Design fft_helpers_twiddle_sequencer_flat, sky130hd; sources not shown.
==> images/ff_map.png <==
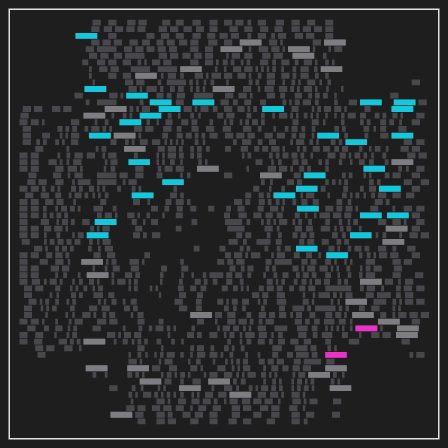
legend:
  u_core.send.send_im:
    color: cyan
    flops: 32
  u_core.send.send_stage:
    color: magenta
    flops: 2
not colored: 38
Final Util: 42.37%
register share of the cell area: 15.18%
Register Area: 1802 um^2

==> images/congestion_map.png <==
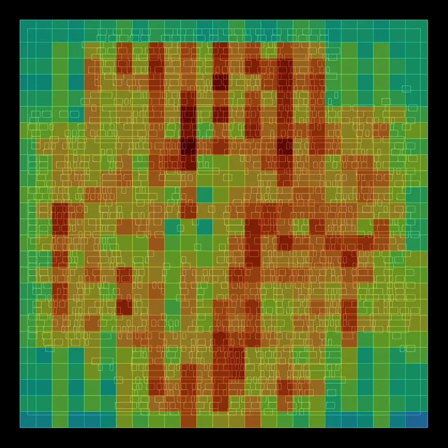
global-route track usage on met2: 45.44%
met3 track demand over resource in global routing: 5.715%
total global routing track utilization: 26.77%

==> run summary <==
Flow results.

- The flow ran to the end, and the final reports show no timing, DRC or antenna violations.
- The worst setup path is launched from a flip-flop.
- The part of the total power dissipated in sequential elements is between 10 and 15%.
- The layout report lists the multi-input gate area as 5567 um^2.
- The logic share of the area is 46.90%.
- For this run, the leading register cell type out of synthesis is dfrtp_1.
- The post-cts hold buffer count is 0.
- Ranked by instance count, the synthesized netlist is headed by nand2_1, o21ai_0, dfrtp_1, a21oi_1.
- The clock sink count is between 70 and 80.
- The worst path uses slightly above 90% of the clock period.
- The root buffer selected by CTS is clkbuf_4.
- The layout summary lists the proportion of cells stronger than drive strength 1 as under 10%.
- The run reported a max-capacitance violation count of 0.
- The tally of filler cells in the layout is 3438.
- The worst pin sits at a relative slew slack of 43.41%.
- Grouping non-sequential cells by family puts the most area in simple AND/OR/NAND/NOR gates.
- The cell total in the yosys stat output is ~1100.
- Per the synth stats, the proportion of register bits with asynchronous set or reset is 100.0%.
- On the worst setup and hold paths after CTS, the clock-pin slew comes to roughly 140 ps.
- Counting the clock-network buffers in the layout gives 9.
==> power by group through the flow <==
stage	combinational, mW	sequential [mW]	clock [mW]
after global placement	7.09	1.04	0
after CTS	7.38	1.04	0.408
after floorplan	4.24	1.14	0
after global routing	8.06	1.08	0.434
final	7.49	1.04	0.405
after detailed placement	7.34	1.05	0
==> worst max-delay path: stages, from the launching register on <==
cell      delay (ps)
dfrtp_1          430
ha_1             240
nand2_1           90
xnor2_1          120
nand2_1          100
ha_1             310
or4b_4           660
nor2_2           290
o21ai_4          190
buf_4            260
mux4_2           430
mux2i_1          480
nand3b_1         220
or2_1            280
or4_1            500
nand3_1           90
Power figures rest on the tool's default switching activity, not on a simulated workload.
